--- config.mk ---
export PLATFORM = sky130hd
export DESIGN_NAME = hazard_ctrl
export DESIGN_NICKNAME = d
export VERILOG_FILES = /design/src/rtl/hazard_ctrl.sv
export SDC_FILE = /design/constraint.sdc
export NUM_CORES = 1
export LEC_CHECK = 0
export ABC_CLOCK_PERIOD_IN_PS = 2450
export CORE_MARGIN = 1.5
export CORE_UTILIZATION = 40
export CTS_CLUSTER_SIZE = 28
export DETAILED_ROUTE_END_ITERATION = 8
export PLACE_DENSITY = 0.76
export SLEW_MARGIN = 20
export SYNTH_ARGS = -nofsm -noshare
export SYNTH_HDL_FRONTEND = slang
export SYNTH_SLANG_ARGS = --single-unit
--- constraint.sdc ---
create_clock -name clk -period 2.45 [get_ports clk]
set_clock_uncertainty 0.15 [all_clocks]
set_input_delay 0.3675 -clock clk [delete_from_list [all_inputs] [get_ports clk]]
set_output_delay 0.3675 -clock clk [all_outputs]
set_load 0.005 [all_outputs]
--- src/rtl/hazard_ctrl.sv ---
// Pipeline hazard controller for the 5-stage RV32 core.
// It drives the stall and flush controls for the pipeline buffers and the
// forwarding selects for the EX operands. It also runs the data-memory
// handshake FSM and keeps a saturating count of stalled cycles.
//
// Data-memory handshake (valid/ready):
//   dmem_req is the valid and dmem_ready is the ready. An access completes in
//   the cycle where both are high. A load or store in MEM raises dmem_req at
//   once. If dmem_ready is also high in that cycle, the access is zero-wait
//   and causes no stall. Otherwise the FSM enters WAIT and holds dmem_req high
//   until dmem_ready arrives, or until TIMEOUT WAIT cycles have passed. In the
//   last WAIT cycle the access is abandoned: the pipeline is released and
//   mem_err is set. mem_err stays set until reset.
module hazard_ctrl #(
  parameter int TIMEOUT = 255,
  parameter int CNT_W   = 16
) (
  input  logic             clk,
  input  logic             rst,
  input  logic [4:0]       rs1_D,
  input  logic [4:0]       rs2_D,
  input  logic [4:0]       rs1_E,
  input  logic [4:0]       rs2_E,
  input  logic [4:0]       rd_E,
  input  logic [4:0]       rd_M,
  input  logic [4:0]       rd_W,
  input  logic             rf_en_E,
  input  logic             rf_en_M,
  input  logic             rf_en_W,
  input  logic             rd_en_E,
  input  logic             rd_en_M,
  input  logic             wr_en_M,
  input  logic             br_taken_E,
  input  logic             dmem_ready,
  output logic             stall_F,
  output logic             stall_D,
  output logic             stall_E,
  output logic             stall_M,
  output logic             flush_D,
  output logic             flush_E,
  output logic             flush_W,
  output logic [1:0]       fwd_a_E,
  output logic [1:0]       fwd_b_E,
  output logic             dmem_req,
  output logic             mem_err,
  output logic [CNT_W-1:0] stall_cnt,
  output logic [0:0]       dbg_state
);

  // The wait counter only needs to reach TIMEOUT-1.
  localparam int WC_W = $clog2(TIMEOUT);
  localparam logic [WC_W-1:0] WC_LAST = WC_W'(TIMEOUT - 1);

  localparam logic [0:0] IDLE = 1'b0;
  localparam logic [0:0] WAIT = 1'b1;

  logic [0:0]      state;
  logic [WC_W-1:0] wait_cnt;

  logic mem_op_M;
  logic at_limit;
  logic req_raw;
  logic mem_stall;
  logic load_use;

  // Choose the forwarding source for one EX operand. The MEM stage wins over
  // the WB stage. Register x0 is never forwarded.
  function automatic logic [1:0] fwd_sel(
    input logic [4:0] rs,
    input logic       en_m,
    input logic [4:0] dst_m,
    input logic       en_w,
    input logic [4:0] dst_w
  );
    logic [1:0] sel;
    sel = 2'b00;
    if (rs != 5'd0) begin
      if (en_m && (dst_m == rs)) begin
        sel = 2'b01;
      end else if (en_w && (dst_w == rs)) begin
        sel = 2'b10;
      end
    end
    return sel;
  endfunction

  assign mem_op_M = rd_en_M | wr_en_M;

  // This is the last WAIT cycle, when the access is abandoned.
  assign at_limit = (state == WAIT) && (wait_cnt == WC_LAST);

  // The request is raised for a fresh memory op in IDLE and held for all of WAIT.
  assign req_raw = ((state == IDLE) && mem_op_M) || (state == WAIT);

  // The pipeline freezes while a request is outstanding, except in the abort cycle.
  assign mem_stall = req_raw && !dmem_ready && !at_limit;

  // A load in EX feeds a source register of the instruction in ID.
  assign load_use = rd_en_E && rf_en_E && (rd_E != 5'd0) &&
                    ((rd_E == rs1_D) || (rd_E == rs2_D));

  assign dbg_state = state;

  // Combine the hazard causes into prioritised stall/flush controls. All
  // outputs are forced low while reset is held.
  always_comb begin
    stall_F  = 1'b0;
    stall_D  = 1'b0;
    stall_E  = 1'b0;
    stall_M  = 1'b0;
    flush_D  = 1'b0;
    flush_E  = 1'b0;
    flush_W  = 1'b0;
    fwd_a_E  = 2'b00;
    fwd_b_E  = 2'b00;
    dmem_req = 1'b0;
    if (rst) begin
      dmem_req = req_raw;
      fwd_a_E  = fwd_sel(rs1_E, rf_en_M, rd_M, rf_en_W, rd_W);
      fwd_b_E  = fwd_sel(rs2_E, rf_en_M, rd_M, rf_en_W, rd_W);
      if (mem_stall) begin
        // Freeze everything up to MEM. The instruction in MEM must not retire
        // twice, so a bubble goes into MEM/WB instead. A branch or load-use
        // hazard stays in place and is handled after the freeze.
        stall_F = 1'b1;
        stall_D = 1'b1;
        stall_E = 1'b1;
        stall_M = 1'b1;
        flush_W = 1'b1;
      end else if (br_taken_E) begin
        // The wrong-path instructions in IF/ID and ID/EX are discarded. A
        // load-use hazard on a discarded instruction does not matter.
        flush_D = 1'b1;
        flush_E = 1'b1;
      end else if (load_use) begin
        // Hold the consumer in ID for one cycle and put a bubble into EX. The
        // hazard clears when the load moves on to MEM.
        stall_F = 1'b1;
        stall_D = 1'b1;
        flush_E = 1'b1;
      end
    end
  end

  // Data-memory handshake FSM, wait counter and sticky timeout flag.
  always_ff @(posedge clk) begin
    if (!rst) begin
      state    <= IDLE;
      wait_cnt <= '0;
      mem_err  <= 1'b0;
    end else begin
      case (state)
        IDLE: begin
          wait_cnt <= '0;
          if (mem_op_M && !dmem_ready) begin
            state <= WAIT;
          end
        end
        WAIT: begin
          if (dmem_ready) begin
            state    <= IDLE;
            wait_cnt <= '0;
          end else if (at_limit) begin
            state    <= IDLE;
            wait_cnt <= '0;
            mem_err  <= 1'b1;
          end else begin
            wait_cnt <= wait_cnt + WC_W'(1);
          end
        end
        default: begin
          state    <= IDLE;
          wait_cnt <= '0;
        end
      endcase
    end
  end

  // Count every cycle in which the front end is held, saturating at all-ones.
  always_ff @(posedge clk) begin
    if (!rst) begin
      stall_cnt <= '0;
    end else if (stall_F && (stall_cnt != {CNT_W{1'b1}})) begin
      stall_cnt <= stall_cnt + CNT_W'(1);
    end
  end

endmodule

clock_map.png
(6 px per um)
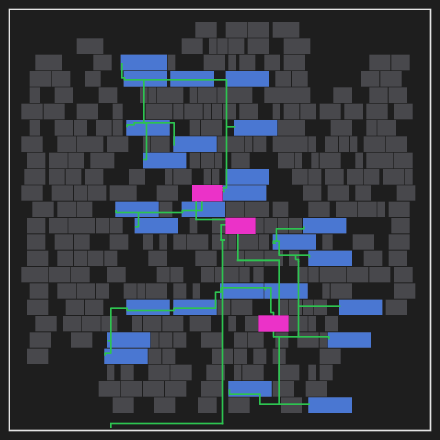
cells driving clock nets -> magenta  # count 3
clock wires -> green  # length 311 um
flip-flops -> blue  # count 26
routed clock nets = 4

port_nets.png
(6 px per um)
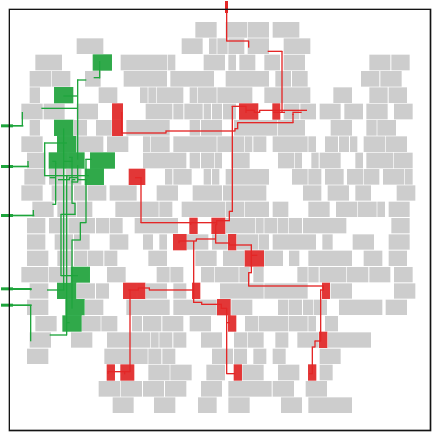
rs2_E -> green  # direction input, end cells 12, buffers 8, wire 199 um
rst -> red  # direction input, end cells 21, buffers 3, wire 231 um

wire_density.png
(6 px per um) 14 x 14 tiles, from white (low) to dark blue (high), scaled to the fullest tile. Values are wire area over tile area, all layers added.
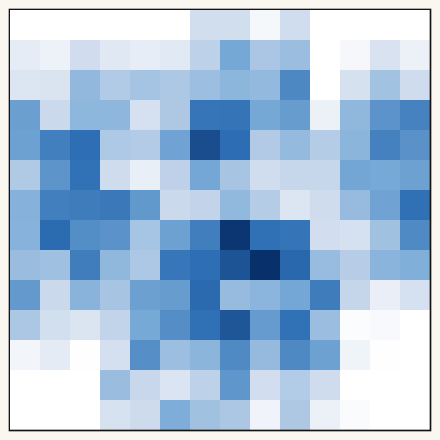
tiles over half the peak = 31%
mean over tiles = 0.15
emptiest ninth of the die = bottom right
fullest tile = 0.43

## cell families after synthesis
family                   count (synthesis)  synth area share
XOR/XNOR                                36             0.176
multiplexers                            10            0.0558
AND-OR/OR-AND                           16            0.0656
AND/OR/NAND/NOR                        104             0.342
buffers and inverters                   16            0.0495
adder cells (fa/ha/maj)                  3            0.0209
flip-flops                              26             0.290
## repair_timing
item,CTS,global route
setup buffers,0,0
pin swaps,8,5
hold buffers,0,0
resized,28,12
endpoints found under the setup margin,11,7
## worst max-delay path by stage
stage               slack, ns   startpoint  cells past startpoint    endpoint
global placement        -0.26      rd_M[2]                      6  fwd_b_E[0]
global route            -0.02      rd_M[2]                      6  fwd_a_E[0]
finish                   0.07      rd_M[2]                      6  fwd_a_E[0]
floorplan                0.31  wait_cnt[0]                      9     stall_F
CTS                     0.001     rs1_E[3]                      6  fwd_a_E[1]
detailed placement      -0.31     rs2_E[3]                      6  fwd_b_E[0]
## layout by cell type (no fill, tap or decap), drive strengths merged, types with 8 or more instances in the layout
master	count
nor3	8
mux2i	10
dfxtp	26
nor2	19
and3	17
nand4	10
nand3	17
xor2	21
xnor2	15
buf	21
nand2	12
dlygate4sd2	14
clkdlybuf4s50	53
## per-stage QoR
stage / hold WS [ns] / setup WS [ns] / setup TNS [ns] / instance area, um^2
2_1_floorplan: 0.280 / 0.306 / 0 / 1790
3_3_place_gp: 0.294 / -0.258 / -1.56 / 2700
3_5_place_dp: 0.309 / -0.308 / -1.81 / 2700
4_1_cts: 0.288 / 0.00129 / 0 / 2770
5_1_grt: 0.314 / -0.0164 / -0.0164 / 2790
6_report: 0.284 / 0.0723 / 0 / 2790
## power by group through the flow
| stage | clock network [mW] | registers, mW | logic [mW] |
|---|---|---|---|
| finish | 0.235 | 0.428 | 0.227 |
| global route | 0.261 | 0.429 | 0.245 |
| CTS | 0.241 | 0.429 | 0.228 |
| detailed placement | 0 | 0.438 | 0.228 |
| global placement | 0 | 0.438 | 0.225 |
| floorplan | 0 | 0.438 | 0.0842 |
## sequential cells by signal (all words and copies together) (netlist names)
name,count
mem_err,1
wait_cnt,8
stall_cnt,16
dbg_state,1
## metal layers
layer  part of all wire  track usage
met5                  0            0
met4             0.0065       0.0449
met3              0.067       0.0447
met2               0.51        0.357
met1               0.41        0.210
## cell type report
class	count	area, um^2
Tap cell	52	65.1
Inverter	7	28.8
Timing Repair Buffer	95	883
Fill cell	393	1530
Sequential cell	26	522
Multi-Input combinational cell	169	1250
Clock buffer	3	41.3
## critical path, stage by stage
cell and delay [ns]:
sky130_fd_sc_hd__clkdlybuf4s50_1 0.46, sky130_fd_sc_hd__xor2_1 0.17, sky130_fd_sc_hd__nor4_2 0.24, sky130_fd_sc_hd__and3_1 0.19, sky130_fd_sc_hd__nor3b_2 0.18, sky130_fd_sc_hd__dlygate4sd2_1 0.25
==> results.toml <==
# physical design summary
[final_timing]
finalSetupViolCount = 0
layout_min_cycle_time_ns = 2.38
report.final.hold_viol_count = 0
rsz_0062_raised_after_global_routing = "yes"
max-slew-margin-rel = 0.740
worst-slew-pin-transition_ns = 0.389

[critical_path]
cp.arrival_ns = 1.86
worst-r2r-setup-slack_ns = 0.41
r2r-end = "stall_cnt[2]"
crit_required_ns = 1.93

[synthesis]
main_area_contributors_after_synthesis = "sky130_fd_sc_hd__dfxtp_1 29%, sky130_fd_sc_hd__xor2_1 10%, sky130_fd_sc_hd__xnor2_1 7.3%"
synthDistinctLibCells = 38
synth-main-ff-cell = "sky130_fd_sc_hd__dfxtp_1"
synth_area_um2 = 1790
post_synth_top_cells = "26 x sky130_fd_sc_hd__dfxtp_1, 21 x sky130_fd_sc_hd__xor2_1, 19 x sky130_fd_sc_hd__nor2_1, 15 x sky130_fd_sc_hd__xnor2_1, 14 x sky130_fd_sc_hd__and3_1"
ys_async_sr_fraction = 0

[clock_tree]
clk_root_buffer_cell = "sky130_fd_sc_hd__clkbuf_8"
numClockSinks = 26
clk_pin_slew_worst_paths_ns = 0.08
clk_latency_ns = 0.27
clock_tree_from_tritoncts = "built"
numCtsBuffers = 3

[status]
status = "finished clean"

[grt]
grt_remaining_overflow = 0
largest_net_degree_at_the_start_of_global_routing = 19

[detailed_routing]
ant_nets = 0
drt-pass1-iter-count = 4
drt_first_iter_violations = 82
average_detailed_routed_wire_length_per_instance_um = 13.1

[power_and_ir_drop]
vdd.ir_drop.worst_uv = 187
power.switching_mw = 0.220
cellInternalPower_mw = 0.670

[floorplan]
die-width_um = 70.0
design.core.area_um2 = 4320
i_o_pin_total = 75
initial_core_util = 0.415

[placed_design]
post-dp-hpwl_um = 3660
routabilityCongestion = 0.852
place.port_buffers = 74

[min_path]
hold_path_depth = 1

[layout]
flow.area_growth_from_synthesis_pct = 55.7
Power is estimated from default activity; no workload was simulated.
